## config.mk

```make
export PLATFORM = sky130hd
export DESIGN_NAME = lcd_text_renderer
export DESIGN_NICKNAME = d
export VERILOG_FILES = /design/src/rtl/lcd_text_renderer.sv
export SDC_FILE = /design/constraint.sdc
export NUM_CORES = 1
export LEC_CHECK = 0
export CORE_AREA = 10 10 112 114
export DETAILED_ROUTE_END_ITERATION = 10
export DIE_AREA = 0 0 122 124
export MAX_ROUTING_LAYER = met4
export PLACE_DENSITY = 0.61
export SETUP_SLACK_MARGIN = 0.15
export SLEW_MARGIN = 40
export SYNTH_ARGS = -nofsm -noshare
export SYNTH_HDL_FRONTEND = slang
export SYNTH_SLANG_ARGS = --single-unit
```

## constraint.sdc

```tcl
create_clock -name clk -period 1.6 [get_ports clk]
set_clock_uncertainty 0.05 [all_clocks]
set_input_delay 0.16 -clock clk [delete_from_list [all_inputs] [get_ports clk]]
set_output_delay 0.16 -clock clk [all_outputs]
set_load 0.1 [all_outputs]
```

## src/rtl/lcd_text_renderer.sv

```systemverilog
// Character-cell text renderer: maps LCD timing coordinates to RGB565 pixels
// through a text VRAM lookup and a font ROM lookup, with a blinking block cursor.
module lcd_text_renderer #(
    parameter int unsigned COLS         = 60,
    parameter int unsigned ROWS         = 17,
    parameter int unsigned VRAM_AW      = 10,
    parameter logic [15:0] FG_COLOR     = 16'hFFFF,
    parameter logic [15:0] BG_COLOR     = 16'h0000,
    parameter int unsigned BLINK_FRAMES = 30
) (
    input  logic               clk,
    input  logic               rst_n,
    input  logic               de_in,
    input  logic               hsync_in,
    input  logic               vsync_in,
    input  logic [9:0]         x_in,
    input  logic [9:0]         y_in,
    output logic               vram_ce,
    output logic [VRAM_AW-1:0] vram_addr,
    input  logic [7:0]         vram_dout,
    output logic               font_ce,
    output logic               font_oce,
    output logic [11:0]        font_ad,
    input  logic [7:0]         font_dout,
    input  logic               cursor_en,
    input  logic [5:0]         cursor_col,
    input  logic [4:0]         cursor_row,
    output logic               de_out,
    output logic               hsync_out,
    output logic               vsync_out,
    output logic [15:0]        rgb_out
);

    localparam int unsigned BLINK_W = (BLINK_FRAMES > 1) ? $clog2(BLINK_FRAMES) : 1;
    localparam logic [BLINK_W-1:0] BLINK_LAST = BLINK_W'(BLINK_FRAMES - 1);

    // Stage 0 cell decode
    logic [6:0] col;
    logic [5:0] row;
    logic       in_area0;
    logic       hit0;

    // Stage 1 sideband
    logic       area1;
    logic [2:0] xbit1;
    logic [3:0] yrow1;
    logic       hit1;
    logic       de1, hs1, vs1;

    // Stage 2 sideband
    logic       area2;
    logic [2:0] xbit2;
    logic       hit2;
    logic       de2, hs2, vs2;

    // Blink state
    logic               vs_prev;
    logic [BLINK_W-1:0] blink_cnt;
    logic               blink_phase;

    logic pix;
    logic on;

    assign font_oce = 1'b1;

    // Decode the character cell and cursor match from the incoming coordinate
    always_comb begin
        col      = x_in[9:3];
        row      = y_in[9:4];
        in_area0 = de_in && (32'(col) < COLS) && (32'(row) < ROWS);
        hit0     = cursor_en && (col == 7'(cursor_col)) && (row == 6'(cursor_row));
    end

    // Stage 1: issue the VRAM read and carry sideband forward
    always_ff @(posedge clk or negedge rst_n) begin
        if (!rst_n) begin
            vram_ce   <= 1'b0;
            vram_addr <= '0;
            area1     <= 1'b0;
            xbit1     <= '0;
            yrow1     <= '0;
            hit1      <= 1'b0;
            de1       <= 1'b0;
            hs1       <= 1'b0;
            vs1       <= 1'b0;
        end else begin
            vram_ce   <= in_area0;
            vram_addr <= VRAM_AW'(32'(row) * COLS + 32'(col));
            area1     <= in_area0;
            xbit1     <= x_in[2:0];
            yrow1     <= y_in[3:0];
            hit1      <= hit0;
            de1       <= de_in;
            hs1       <= hsync_in;
            vs1       <= vsync_in;
        end
    end

    // Stage 2: issue the glyph-row read using the returned character code
    always_ff @(posedge clk or negedge rst_n) begin
        if (!rst_n) begin
            font_ce <= 1'b0;
            font_ad <= '0;
            area2   <= 1'b0;
            xbit2   <= '0;
            hit2    <= 1'b0;
            de2     <= 1'b0;
            hs2     <= 1'b0;
            vs2     <= 1'b0;
        end else begin
            font_ce <= area1;
            font_ad <= {vram_dout, yrow1};
            area2   <= area1;
            xbit2   <= xbit1;
            hit2    <= hit1;
            de2     <= de1;
            hs2     <= hs1;
            vs2     <= vs1;
        end
    end

    // Select the glyph bit (MSB is leftmost) and apply the cursor inversion
    always_comb begin
        pix = font_dout[~xbit2];
        on  = pix ^ (hit2 & blink_phase);
    end

    // Output register: pixel colour plus delayed syncs
    always_ff @(posedge clk or negedge rst_n) begin
        if (!rst_n) begin
            rgb_out   <= BG_COLOR;
            de_out    <= 1'b0;
            hsync_out <= 1'b0;
            vsync_out <= 1'b0;
        end else begin
            rgb_out   <= (area2 && on) ? FG_COLOR : BG_COLOR;
            de_out    <= de2;
            hsync_out <= hs2;
            vsync_out <= vs2;
        end
    end

    // Cursor blink: toggle phase every BLINK_FRAMES vsync rising edges
    always_ff @(posedge clk or negedge rst_n) begin
        if (!rst_n) begin
            vs_prev     <= 1'b0;
            blink_cnt   <= '0;
            blink_phase <= 1'b1;
        end else begin
            vs_prev <= vsync_in;
            if (vsync_in && !vs_prev) begin
                if (blink_cnt == BLINK_LAST) begin
                    blink_cnt   <= '0;
                    blink_phase <= ~blink_phase;
                end else begin
                    blink_cnt <= blink_cnt + BLINK_W'(1);
                end
            end
        end
    end

endmodule

```

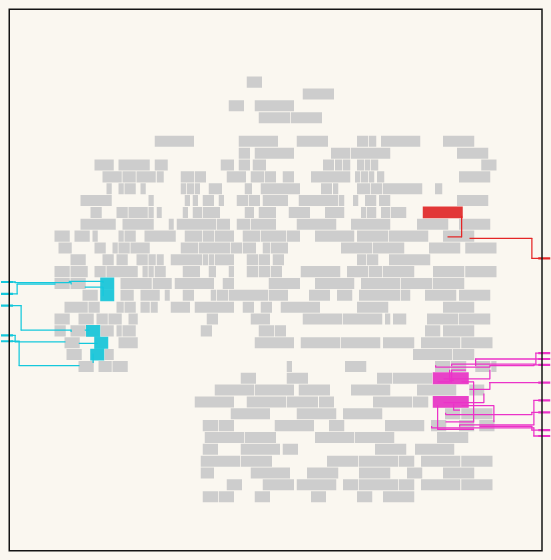
run_1/port_trees.png
port	color	direction	end cells	buffers	wire
`vsync_out`	red	output	1	1	28.6 um
`cursor_row`	cyan	input	5	5	102 um
`font_dout`	magenta	input	2	8	252 um

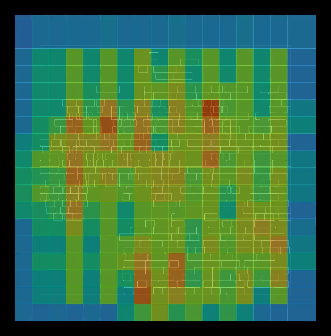
run_1/congestion_map.png
post-layout util: 44.05%
GR peak layer: met2
routing usage on met1: 10.71%
overall routing resource usage: 8.839%

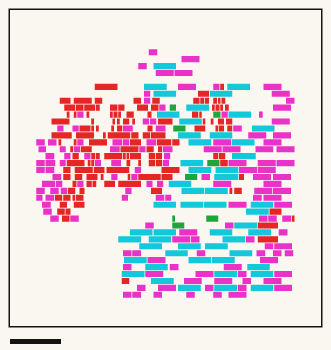
run_1/class_map.png
Bar = 20 um.
class	color	cells	share of their area
remaining buffers and delay cells	magenta	137	40%
remaining logic cells	red	131	28%
registers	cyan	52	30%
clock drivers and dummy loads	green	8	2.0%

==> reports/results.ini, run 1 <==
[layout]
comb_area_um2 = 1117
clock_area_share_pct = 1.971
diodes = 0
inv_count = 20
drive_above_1_share_pct = 35.98
nets = 409
comb_share_pct = 24.79
clkbuf_count = 6
num-nonclk-buffers = 137
layout.cells.most_common = dfrtp_1
finish.instance_area_um2 = 4507
seq-cell-share_pct = 28.93
flop-count = 52
comb_cells = 111
seq_area_um2 = 1304

[grt]
grt_pass1_wl_mm = 10.29
grt-ovfl-total = 0
grt_pass1_vias = 2026
antenna_found_initial = 0

[power]
pg_clk_uw = 717
pwr-share-seq_pct = 31.6
p_switching_mw = 2.134
powerDensity_nw_per_um2 = 1167
maxPowerGroup = combinational logic
powerSeq_mw = 1.66
swShare_pct = 40.57
internal_power_mw = 3.126
power_leakage_nw = 1.974
power_frac_clock_pct = 13.6
p_comb_share_pct = 54.7
combinationalPower_mw = 2.88

[routing]
route.detailed.drc = 0
vias_per_cell = 3.944
vias = 1830
ant_nets = 0
routed_wl_mm = 6.527
routedWlPerCell_um = 14.07
first_pass_iters = 4
drtIter0Drc = 32

[place]
dpl.cell_count = 449
numPortBuffers = 95
place_area_um2 = 4282
pre_cts_ws_ns = -1.785
globalplace.congestion = 0.8066

[flow_run]
maxCapViolations = 0
warning_count = 37

[setup_path]
crit_type = in2reg
arrival_ns = 2.79
crit_chain = buf_8 -> fa_2 -> fa_1 -> inv_1 -> fa_1 -> inv_2 -> ha_4 -> o21ai_2 -> o21bai_1 -> a21oi_2 -> nor3b_2 -> xnor2_1
crit_end = vram_addr[9]
slowest_delay_ns = 0.53
crit_path_frequent_cell = fa_1
critical_path.startpoint = y_in[4]
worstSetupPathDepth = 12
cp_max_fo = 2
r2r_slack_ns = 0.09
reg2reg_to = rgb_out[14]
start_kind = input port
ff2ff_path_depth = 4
path_buffers = 3
crit_slowest_cell = fa_1
timing.rr.start = xbit2[0]

[timing]
fmax_ghz = 0.3816
hold-worst-slack_ns = 0.1828
fin_crit_sh_pct = 163.8
hold_viol_final = 0
finalSetupViolCount = 6
fin_ws_ns = -1.020
min_period_ns = 2.620

[min_path]
hold_path.class = in2reg
hold_depth = 3

[synthesis]
yosys.area_share.simple_pct = 5.932
yosys_warnings = 0
yosys-top-cells-area = dfrtp_1 (51%), ha_1 (9.5%), fa_1 (8.0%)
edf_count = 0
postSynthSeqShare_pct = 51.89
xor_share_pct = 8.375
ff_type = dfrtp_1
syn_area_um2 = 2510
numSynthFlops = 52
top_area_cell = dfrtp_1
yosys_cells = 200
synth_chip_area_um2 = 2510
aoi_share_pct = 5.783
top_logic_kind = adder cells
adder_share_pct = 17.45

[cts]
numClockSinks = 52
clockBufferDepth = 2
ctsResizeCount = 30
cts_max_level = 2
clock-root-buffer = clkbuf_8
cts_tree = yes
clk_pin_slew_worst_paths_ns = 0.08
cts_buffers = 5

[floorplan]
nWellTaps = 136
rows = 37
core-area_um2 = 10230
dieHeight_um = 124

[outcome]
outcome = complete, but fails checks
violations = negative setup slack

[run 1: state kept, by name, indices dropped and copies added (netlist names), 3 cells and up]
| register | flops |
|---|---|
| font_ad | 12 |
| vram_addr | 10 |
| blink_cnt | 5 |
| yrow1 | 4 |
| xbit1 | 3 |
| xbit2 | 3 |
[run 1: layer usage]
layer,track usage (%),up-vias,share of wire [%]
li1,-,882,-
met4,3.130,0,1.4
met5,-,-,0
met3,1.674,6,6.2
met1,10.71,874,43
met2,14.43,68,49
[run 1: worst min path at each step]
stage          slack, ns           end    start
2_1_floorplan      -0.19         area1    rst_n
3_3_place_gp       0.003     vsync_out    rst_n
3_5_place_dp        0.01     vsync_out    rst_n
4_1_cts             0.18  vram_addr[2]  y_in[4]
5_1_grt             0.19  vram_addr[2]  y_in[4]
6_report            0.18  vram_addr[2]  y_in[4]
==> inputs of run 2 (changes only) <==
- clock period: 1.6 -> 2.93 ns (I/O delays scaled with it)
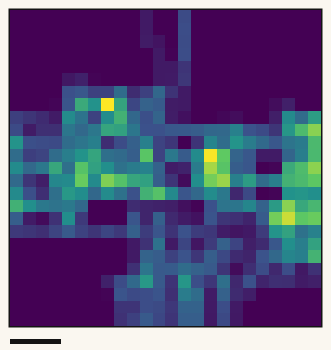
run_2/route_heat.png
Bar = 20 um. 24 x 25 tiles, from dark purple (low) to yellow (high), scaled to the fullest tile. Values are wire area over tile area, all layers added.
densest ninth of the die	middle right
tiles over half the peak	9.8%
fullest tile	0.35
mean over tiles	0.065
nearly empty tiles	41%

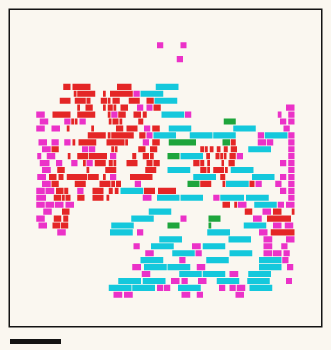
run_2/class_map.png
Bar = 20 um.
class	color	cells	share of their area
remaining buffers and delay cells	magenta	116	28%
registers	cyan	52	37%
remaining logic cells	red	131	32%
clock drivers and dummy loads	green	8	3.1%

==> run 2 against run 1 <==
Against the previous run: the flow now finishes without violations; clock power is 32% lower; largest power group unchanged; critical endpoint unchanged; die size stayed put; flip-flop count stayed put; first-iteration DRC count is 63% higher; routed wire length is 8.0% lower; sequential share of layout area is 6.0 points higher.
==> reports/results.ini, run 2 <==
[timing]
grt_setup_unrepaired = yes
finalSetupViolCount = 0
min_period_ns = 2.699
hold_viol_final = 0
hold-worst-slack_ns = 0.3043
setup_tns_ns = 0
fin_crit_sh_pct = 92.12
fmax_ghz = 0.3705
fin_ws_ns = 0.2308

[synthesis]
syn_inst = 200
postSynthSeqShare_pct = 51.89
numSynthFlops = 52
yosys_warnings = 0
async_flop_share_pct = 100.0
aoi_share_pct = 5.783
syn_avg_cell_area_um2 = 12.55
top_area_cell = dfrtp_1
syn_area_um2 = 2510
xor_share_pct = 8.375
top_area_share_pct = 50.85
ff_type = dfrtp_1
yosys-top-cells-count = dfrtp_1 (51), inv_1 (20), ha_1 (19), xnor2_1 (19), buf_4 (16)
synth.most_common_cell = dfrtp_1
synth_chip_area_um2 = 2510
ys_types = 31
yosys-top-cells-area = dfrtp_1 (51%), ha_1 (9.5%), fa_1 (8.0%)
adder_share_pct = 17.45
top_logic_kind = adder cells
yosys.area_share.simple_pct = 5.932
edf_count = 0
yosys_cells = 200

[power]
maxPowerGroup = combinational logic
swShare_pct = 41.62
pwr-share-seq_pct = 33.3
powerSeq_uw = 883
vdd_ir_drop_max_uv = 430.0
pg_clk_uw = 490
power_leakage_nw = 1.707
internal_power_mw = 1.548
p_switching_mw = 1.104
p_comb_share_pct = 48.2
powerDensity_nw_per_um2 = 711.8
combinationalPower_mw = 1.28
power_frac_clock_pct = 18.5
power.total_mw = 2.652

[layout]
drive_above_1_share_pct = 28.01
finish.utilization_pct = 36.42
layout.cells.most_common = buf_4
diodes = 0
instances_no_fill = 443
area_growth_pct = 48.45
comb_area_um2 = 1072
n_fill_cell = 1015
finish.instance_area_um2 = 3726
largest_register_ffs = 12
largest-register = font_ad
seq_area_um2 = 1303
nets = 388
top_regs = font_ad: 12 flops, vram_addr: 10 flops, blink_cnt: 5 flops

[place]
place_area_um2 = 3537
dpl.hpwl_mm = 5.100
dpl.cell_count = 433
globalplace.congestion = 0.8163
pre_cts_ws_ns = -0.6367
numPortBuffers = 95

[setup_path]
critical_path.top_delay_family = adder cells
crit_end = vram_addr[9]
r2r_slack_ns = 1.40
crit_type = in2reg
reg2reg_to = rgb_out[14]
ff2ff_path_depth = 4
critical_path.startpoint = y_in[6]
timing.rr.start = xbit2[0]
cp_max_fo = 3
end_kind = flip-flop
worstSetupPathDepth = 12
slowest_delay_ns = 0.51
path_buffers = 3
crit_slowest_cell = fa_1
start_kind = input port
arrival_ns = 2.88
crit_chain = buf_6 -> fa_2 -> fa_1 -> inv_1 -> fa_1 -> inv_2 -> ha_4 -> o21ai_2 -> o21bai_1 -> a21oi_2 -> nor3b_2 -> xnor2_1
cp.required_ns = 3.11
crit_path_frequent_cell = fa_1

[routing]
routed_wl_mm = 6.004
first_pass_iters = 4
vias = 1746
drtIter0Drc = 52
route.detailed.drc = 0
routedWlPerCell_um = 13.55
vias_per_cell = 3.941
ant_nets = 0

[cts]
numClockSinks = 52
clkLatencyLatePin_ns = 0.31
clk_pin_slew_worst_paths_ns = 0.09
cts_buffers = 5
clock-root-buffer = clkbuf_8
ctsResizeCount = 27
cts_max_level = 2
postCtsHoldBufs = 1
cts_tree = yes
clockBufferDepth = 2

[min_path]
hold_depth = 0
hp-start = hit1
hold-path-endpoint = hit2
hold_path.class = reg2reg

[floorplan]
rows = 37
dieArea_um2 = 15130
dieHeight_um = 124
ios = 97
initCoreUtil_pct = 24.53
core-area_um2 = 10230

[flow_run]
maxCapViolations = 0
warning_count = 37

[grt]
grt_pass1_vias = 1908
grt_use_total_pct = 8.447
grt_pass1_wl_mm = 9.770
antenna_found_initial = 0
grt-ovfl-total = 0
grt_max_degree = 36

[outcome]
outcome = finished, final reports clean

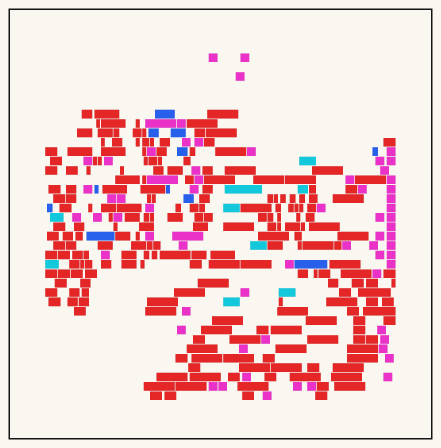
run_2/sizing.png
size	color	cells	share
x2	blue	11	3.6%
x3 and x4	magenta	66	21%
x6 and larger	cyan	9	2.9%
x1 and smaller	red	221	72%

-- run 2: cell counts after synthesis --
Identical to the previous run, type by type.
-- run 2: per-layer routing --
layer	part of all wire, %	routed length, um	up-vias	global-route usage (%)
met5	0	0	-	-
li1	-	-	848	-
met4	0.98	59	0	2.012
met2	46	2737	80	13.46
met1	43	2591	812	9.894
met3	10	615	6	3.213
-- run 2: area by class of cell --
type	count	share of cell area [%]
Timing Repair Buffer	116	26.70
Inverter	20	2.015
Clock buffer	6	1.948
Multi-Input combinational cell	111	28.78
Sequential cell	52	34.96
Clock inverter	2	1.041
Tap cell	136	4.567
-- run 2: kinds of logic after synthesis --
kind of cell / Yosys count
adders and majority gates: 29
and+or+nand+nor: 30
AOI/OAI and AO/OA: 24
muxes: 3
buffers and inverters: 37
DFF: 52
xor gates and xnor gates: 24
other: 1
==> inputs of run 3 (changes only) <==
- HOLD_SLACK_MARGIN: default -> 0.06
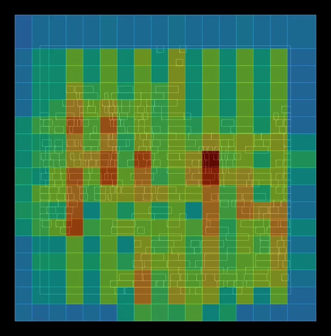
run_3/congestion_map.png
overall routing resource usage: 8.447%
wire length per cell: 13.55 um
routing usage on met1: 9.894%
M3 GR Usage: 3.213%

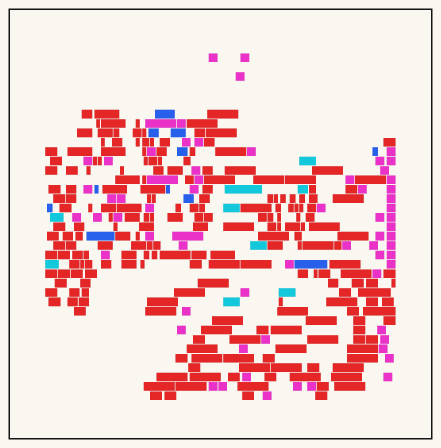
run_3/sizing.png
size	color	cells	share
x1 and smaller	red	221	72%
x6 and larger	cyan	9	2.9%
x3 and x4	magenta	66	21%
x2	blue	11	3.6%

==> run 3 against run 2 <==
Against the previous run: synthesized area stayed put; highest routed layer unchanged; cell count is the same; clock-buffer cell count unchanged; critical endpoint unchanged.
==> reports/results.ini, run 3 <==
[setup_path]
slowest_delay_ns = 0.51
end_kind = flip-flop
crit_chain = buf_6 -> fa_2 -> fa_1 -> inv_1 -> fa_1 -> inv_2 -> ha_4 -> o21ai_2 -> o21bai_1 -> a21oi_2 -> nor3b_2 -> xnor2_1
cp.required_ns = 3.11
cp_max_fo = 3
r2r_slack_ns = 1.40
timing.rr.start = xbit2[0]
crit_end = vram_addr[9]

[layout]
area_share_nonclk_buffers_pct = 26.70
area_growth_pct = 48.45
drive_above_1_share_pct = 28.01
comb_cells = 111
diodes = 0
seq_area_um2 = 1303
largest_register_ffs = 12
inv_count = 20
top_regs = font_ad: 12 flops, vram_addr: 10 flops, blink_cnt: 5 flops
clock_area_share_pct = 2.989
n_fill_cell = 1015
layout.cells.most_common = buf_4
finish.instance_area_um2 = 3726
num-nonclk-buffers = 116
comb_area_um2 = 1072
flop-count = 52
largest-register = font_ad
nets = 388

[routing]
vias = 1746
vias_per_cell = 3.941
met3_length_um = 615
drtIter0Drc = 52
routed_wl_mm = 6.004
route.detailed.drc = 0

[power]
power_frac_clock_pct = 18.5
internal_power_mw = 1.548
p_comb_share_pct = 48.2
power.total_mw = 2.652
p_switching_mw = 1.104
pg_clk_uw = 490
powerDensity_nw_per_um2 = 711.8
maxPowerGroup = combinational logic
pwr-share-seq_pct = 33.3
power_leakage_nw = 1.707
combinationalPower_mw = 1.28
powerSeq_uw = 883

[place]
dpl.hpwl_mm = 5.100
numPortBuffers = 95
dpl.cell_count = 433

[cts]
clock-root-buffer = clkbuf_8
numClockSinks = 52
cts_max_level = 2
cts_buffers = 5
clockBufferDepth = 2

[timing]
min_period_ns = 2.699
fmax_ghz = 0.3705
hold_viol_final = 0
grt_setup_unrepaired = yes

[floorplan]
rows = 37
dieHeight_um = 124
ios = 97
initCoreUtil_pct = 24.53
dieArea_um2 = 15130

[synthesis]
adder_share_pct = 17.45
syn_inst = 200
yosys.area_share.simple_pct = 5.932
syn_area_um2 = 2510
synth_chip_area_um2 = 2510
top_area_share_pct = 50.85
yosys-top-cells-count = dfrtp_1 (51), inv_1 (20), ha_1 (19), xnor2_1 (19), buf_4 (16)
ys_types = 31
edf_count = 0

[flow_run]
warning_count = 37
maxCapViolations = 0

[min_path]
hold_path.class = reg2reg
hold-path-endpoint = hit2
hold_depth = 0

[grt]
grt_pass1_wl_mm = 9.770
antenna_found_initial = 0
top_usage_layer = met2
grt_max_degree = 36

[outcome]
outcome = finished, final reports clean

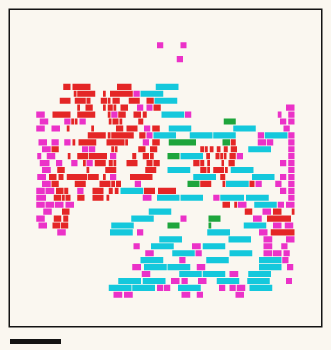
run_3/class_map.png
Bar = 20 um.
class	color	cells	share of their area
registers	cyan	52	37%
remaining buffers and delay cells	magenta	116	28%
clock drivers and dummy loads	green	8	3.1%
remaining logic cells	red	131	32%

==> run 3: worst max-delay path, delay by kind of cell <==
kind | cells | cell delay, ns
compound gates | 3 | 0.30
xor+xnor | 1 | 0.14
fa+ha+maj | 4 | 1.77
buf+inv | 3 | 0.21
simple gates | 1 | 0.18
==> run 3: stage by stage <==
step	worst slack (ns)	utilization, %	TNS, ns
final	0.2308	36.42	0
after detailed placement	-0.6367	34.57	-2.350
after floorplan	0.005246	-	0
after global routing	0.1228	36.42	0
after global placement	-0.5581	34.57	-2.011
after CTS	0.09799	36.28	0
==> run 3: what timing repair did <==
item | 4_1_cts | 5_1_grt
hold endpoints to repair | 17 | 0
hold buffers | 1 | 0
buffers inserted | 1 | 0
gates resized | 27 | 3
pin swaps | 14 | 4
endpoints found under the setup margin | 5 | 3
Power and IR drop assume default switching activity.
